Run 1, floorplan with the power grid:
Bar = 50 um. Pins as bars on the die edge. Tap cells in grey.
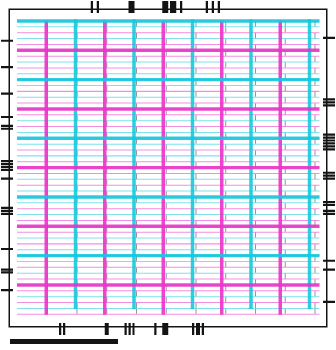
Run 1, placed cells, one colour a class:
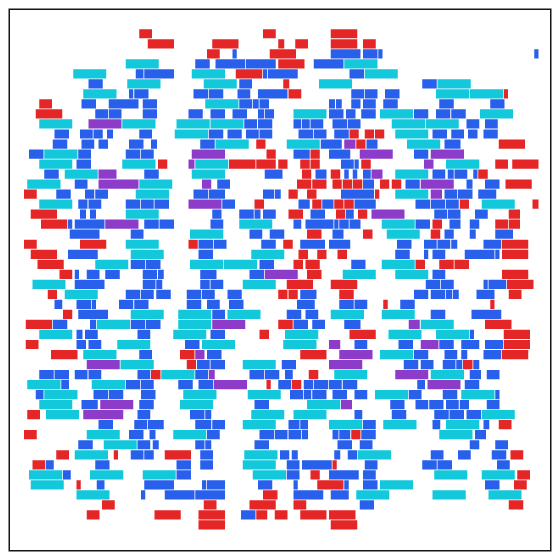
Run 1, clock network drawn from the DEF:
Bar = 50 um.
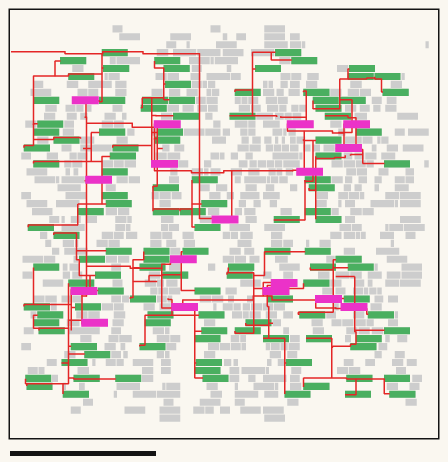
==> config.mk <==
export PLATFORM = sky130hd
export DESIGN_NAME = register_file
export DESIGN_NICKNAME = d
export VERILOG_FILES = /design/src/rtl/register_file.sv
export SDC_FILE = /design/constraint.sdc
export NUM_CORES = 1
export LEC_CHECK = 0
export CAP_MARGIN = 20
export CORE_MARGIN = 3
export CORE_UTILIZATION = 35
export DETAILED_ROUTE_END_ITERATION = 6
export PLACE_DENSITY = 0.49
export RECOVER_POWER = 50
export SYNTH_ARGS = -nofsm -noshare
export SYNTH_HDL_FRONTEND = slang
export SYNTH_SLANG_ARGS = --single-unit
==> constraint.sdc <==
create_clock -name clk -period 2.81 [get_ports clk]
set_input_delay 0.562 -clock clk [delete_from_list [all_inputs] [get_ports clk]]
set_output_delay 0.562 -clock clk [all_outputs]
set_load 0.05 [all_outputs]
==> run_results.csv, run 1 <==
group,metric,value,unit
outcome,status,"completed",
setup_path,cp.required,2.25,ns
setup_path,critPathMaxStageDelay,0.29,ns
logic_synthesis,ys_seq_share,43.08,%
logic_synthesis,yosys_area,6912,um^2
logic_synthesis,syn-cell-area,6912,um^2
final_timing,tns,0,ns
grt,antenna_found_initial,0,
routing,totalWireLength,21130,um
power_and_ir_drop,power.leakage,4.049,nW
routing,vias,5250,
final_timing,setup_viol,0,
placement,portBuffers,66,
logic_synthesis,syn_avg_cell_area,12.30,um^2
setup_path,cp_cell_sequence,"clkdlybuf4s15_1, and4bb_2, nor3b_4, o211ai_4, buf_6, mux2i_1, buf_4, buf_12",
cells_and_area,largest_reg_flops,112,
placement,placed_cell_area,8886,um^2
routing,viasPerCell,5.515,
setup_path,crit_family,"buffers and inverters",
cts,cts_buffer_depth,2,
placement,dp_cells,916,
routing,drt_iter0_drc,325,
placement,dp_hpwl,14500,um
routing,route.detailed.drc,0,
setup_path,start_kind,"primary input",
grt,grt_overflow_total,0,
setup_path,ff2ff_setup_slack,2.01,ns
setup_path,critical_path_arrival,2.22,ns
final_timing,slew_violations,0,
logic_synthesis,async_flop_share,100.0,%
setup_path,endpoint_kind,"output port",
final_timing,clock.fmax,359.7,MHz
Notes on 'floorplan with the power grid' above:
| colour | net |
|---|---|
| cyan | VDD |
| magenta | VSS |
tap cells: 260
met5 straps: 10
met4 straps: 10
Max VDD drop: 0.0004758 V
DIE WIDTH: 146.5 um
Core Footprint: 19080 um^2

Notes on 'placed cells, one colour a class' above:
| colour | class | cells | share of their area |
|---|---|---|---|
| cyan | sequential cells | 119 | 32% |
| purple | clock drivers and dummy loads | 32 | 6.4% |
| blue | remaining logic cells | 395 | 44% |
| red | remaining buffers and delay cells | 146 | 18% |
fin area: 9671 um^2
Row Count: 50
final core utilization: 50.68%

Notes on 'clock network drawn from the DEF' above:
[red] clock wires | length: 1770 um
[magenta] clock-net drivers | count: 17
[green] flip-flops | count: 119
flops lie: spread over the die
Clock Latency Late Sink: 0.43 ns
Clk pwr share: 34.5%
Fin Clk Skew: 0 ns
Clk. pwr: 2.20 mW

-- run 1: cell families after synthesis --
| family | after synthesis | synth area share (%) |
|---|---|---|
| xor+xnor | 4 | 0.5068 |
| buf+inv | 48 | 3.729 |
| compound gates | 71 | 8.943 |
| other cells | 1 | 0.05426 |
| flops | 119 | 43.08 |
| simple gates | 78 | 6.264 |
| mux | 241 | 37.42 |
-- run 1: what timing repair did --
item / CTS / global route
hold buffers: 2 / 0
resized: 56 / 8
endpoints found under the hold margin: 9 / 0
setup buffers: 2 / 0
pin swaps: 13 / 4
setup endpoints to repair: 32 / 12
-- run 1: synth_stat cells (2+ instances only) --
cell       count  share of area (%)
a221o_1       27                3.9
a22oi_1       27                2.9
and2_1         2               0.18
buf_2         17                1.2
buf_4          6               0.65
buf_6          3               0.49
clkbuf_1      20                1.1
dfrtp_1      119                 43
mux2_2       139                 23
mux2i_1      102                 15
nand2_1       21                1.1
nand2b_1       6               0.54
nand3_1       28                2.0
nand3b_1       2               0.22
nand4b_1       2               0.25
nor2b_1        7               0.63
o21ai_0        4               0.29
o22ai_1        4               0.36
o2bb2ai_1      4               0.51
or2_2          3               0.27
xnor2_1        4               0.51
-- run 1: layout by cell type, fill, tap and decap left out, types with 4 or more instances in the layout --
cell | synthesis | routed
mux2i_2 | 0 | 10
nand3_1 | 28 | 28
a221o_1 | 27 | 27
dfrtp_1 | 119 | 119
o22ai_1 | 4 | 4
mux2_2 | 139 | 139
buf_12 | 0 | 40
buf_6 | 3 | 12
clkbuf_16 | 0 | 17
a22oi_1 | 27 | 19
mux2i_4 | 0 | 21
a22oi_2 | 0 | 8
mux2i_1 | 102 | 71
o2bb2ai_1 | 4 | 4
nand2b_1 | 6 | 5
buf_4 | 6 | 50
o21ai_0 | 4 | 4
clkbuf_1 | 20 | 8
clkdlybuf4s50_1 | 0 | 23
nand2_1 | 21 | 20
-- run 1: metal layers --
| layer | vias up | track usage, % | routed length [um] |
|---|---|---|---|
| li1 | 2383 | - | - |
| met1 | 2696 | 27.26 | 9427 |
| met2 | 139 | 33.27 | 10340 |
| met3 | 32 | 4.252 | 956 |
| met4 | 0 | 6.585 | 412 |
| met5 | - | 0 | 0 |
-- run 1: report_power, final --
group | total [mW] | internal [mW] | switching (mW)
clock network | 2.20 | 1.36 | 0.842
registers | 2.35 | 2.08 | 0.268
logic | 1.83 | 0.977 | 0.851
-- run 1: area by class of cell --
type	count	area [um^2]
Fill cell	1699	9410
Multi-Input combinational cell	395	4083
Sequential cell	119	2978
Timing Repair Buffer	146	1687
Clock buffer	19	452.9
Tap cell	260	325.3
Clock inverter	13	145.1
--- run 2 (diff from run 1) ---
--- a/config.mk
+++ b/config.mk
@@ -11,6 +11,7 @@
 export DETAILED_ROUTE_END_ITERATION = 6
 export PLACE_DENSITY = 0.49
 export RECOVER_POWER = 50
+export SLEW_MARGIN = 0
 export SYNTH_ARGS = -nofsm -noshare
 export SYNTH_HDL_FRONTEND = slang
 export SYNTH_SLANG_ARGS = --single-unit
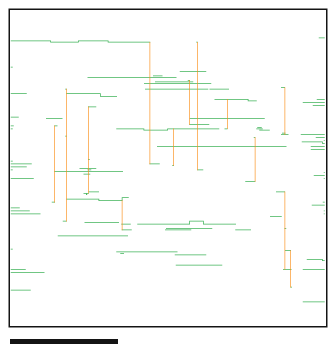
Run 2: metal layers overlaid
Bar = 50 um. Only two layers are drawn.
| colour | layer | wire length |
|---|---|---|
| orange | M4 | 412 um |
| green | M3 | 956 um |
routed via count: 5250
Post-Route WL: 21130 um
total track usage: 20.40%
WL per Instance: 22.20 um

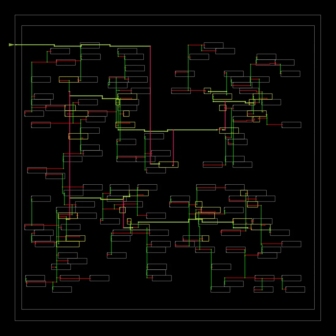
Run 2: clock nets
Clock buffer cells: 19
cts bufs inserted: 17
sequential cell count: 119

==> run 2 against run 1 <==
  * Sequential share of layout area unchanged
  * Clock skew did not move
  * First-iteration DRC count unchanged
  * Non-clock buffer count unchanged
  * Clock power about the same
  * Utilization unchanged
  * Largest cell class unchanged
==> run_results.csv, run 2 <==
group,metric,value,unit
logic_synthesis,simple_gate_area_share,6.264,%
logic_synthesis,mux_share,37.42,%
logic_synthesis,ys_sh_aoi,8.943,%
outcome,status,"completed",
setup_path,ff2ff_setup_slack,2.01,ns
power_and_ir_drop,power.leakage,4.049,nW
setup_path,critPathMaxStageDelay,0.29,ns
setup_path,cp_cell_sequence,"clkdlybuf4s15_1, and4bb_2, nor3b_4, o211ai_4, buf_6, mux2i_1, buf_4, buf_12",
floorplanning,die_x,146.5,um
setup_path,endpoint_kind,"output port",
placement,dp_hpwl,14500,um
logic_synthesis,area_leaders,"dfrtp_1 43%, mux2_2 23%, mux2i_1 15%",
routing,drt_iter0_drc,325,
power_and_ir_drop,ir_worst_vdd,0.0004758,V
final_timing,skew,0,ns
final_timing,slew_violations,0,
placement,portBuffers,66,
cells_and_area,lay_top_count,"mux2_2",
setup_path,crit_family,"buffers and inverters",
logic_synthesis,ys_seq_share,43.08,%
final_timing,setup_viol,0,
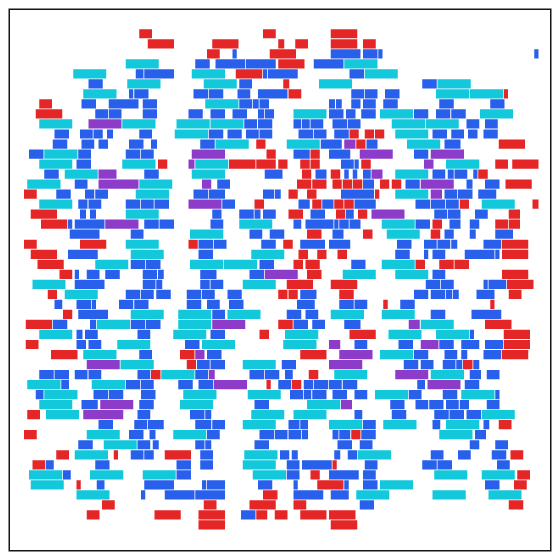
Run 2: placed cells, one colour a class
| colour | class | cells | share of their area |
|---|---|---|---|
| purple | clock drivers and dummy loads | 32 | 6.4% |
| blue | remaining logic cells | 395 | 44% |
| red | remaining buffers and delay cells | 146 | 18% |
| cyan | sequential cells | 119 | 32% |
sequential cell area share: 30.79%

==> run 2: cell counts after synthesis <==
No cell type changed its count.
==> run 2: per-stage QoR <==
step / hold slack, ns / setup WS, ns / utilization (%) / instance area (um^2)
2_1_floorplan: 0.2664 / -0.1861 / - / 7164
3_3_place_gp: 0.4462 / -0.2909 / 46.57 / 8886
3_5_place_dp: 0.4452 / -0.2950 / 46.57 / 8886
4_1_cts: 0.1589 / 0.01507 / 50.73 / 9679
5_1_grt: 0.2032 / -0.01250 / 50.68 / 9671
6_report: 0.1855 / 0.03020 / 50.68 / 9671
==> run 2: final cells by class <==
class,count,area [um^2]
fillers,1699,9410
multi-input cells,395,4083
flip-flops and latches,119,2978
repair buffers,146,1687
clock buffers,19,452.9
well taps,260,325.3
clock inverters,13,145.1
==> run 2: cell families after synthesis <==
logic type | after synthesis
multiplexers | 241
other | 1
buffers and inverters | 48
AND-OR/OR-AND | 71
flip-flops | 119
XOR/XNOR | 4
AND/OR/NAND/NOR | 78
==> run 2: what timing repair did <==
item | in CTS | in global routing
endpoints found under the setup margin | 32 | 12
buffers inserted | 2 | 0
hold buffers | 2 | 0
pin swaps | 13 | 4
hold endpoints to repair | 9 | 0
gates resized | 56 | 8
==> run 2: metal layers <==
layer / GRT usage, % / vias up / routed length [um]
met4: 6.585 / 0 / 412
li1: - / 2383 / -
met1: 27.26 / 2696 / 9427
met2: 33.27 / 139 / 10340
met3: 4.252 / 32 / 956
met5: 0 / - / 0
==> run 2: where the power goes <==
group / internal (mW) / switching, mW
sequential: 2.08 / 0.268
combinational: 0.977 / 0.851
clock: 1.36 / 0.842
No activity file was given, so power comes from the tool's default toggle rates.
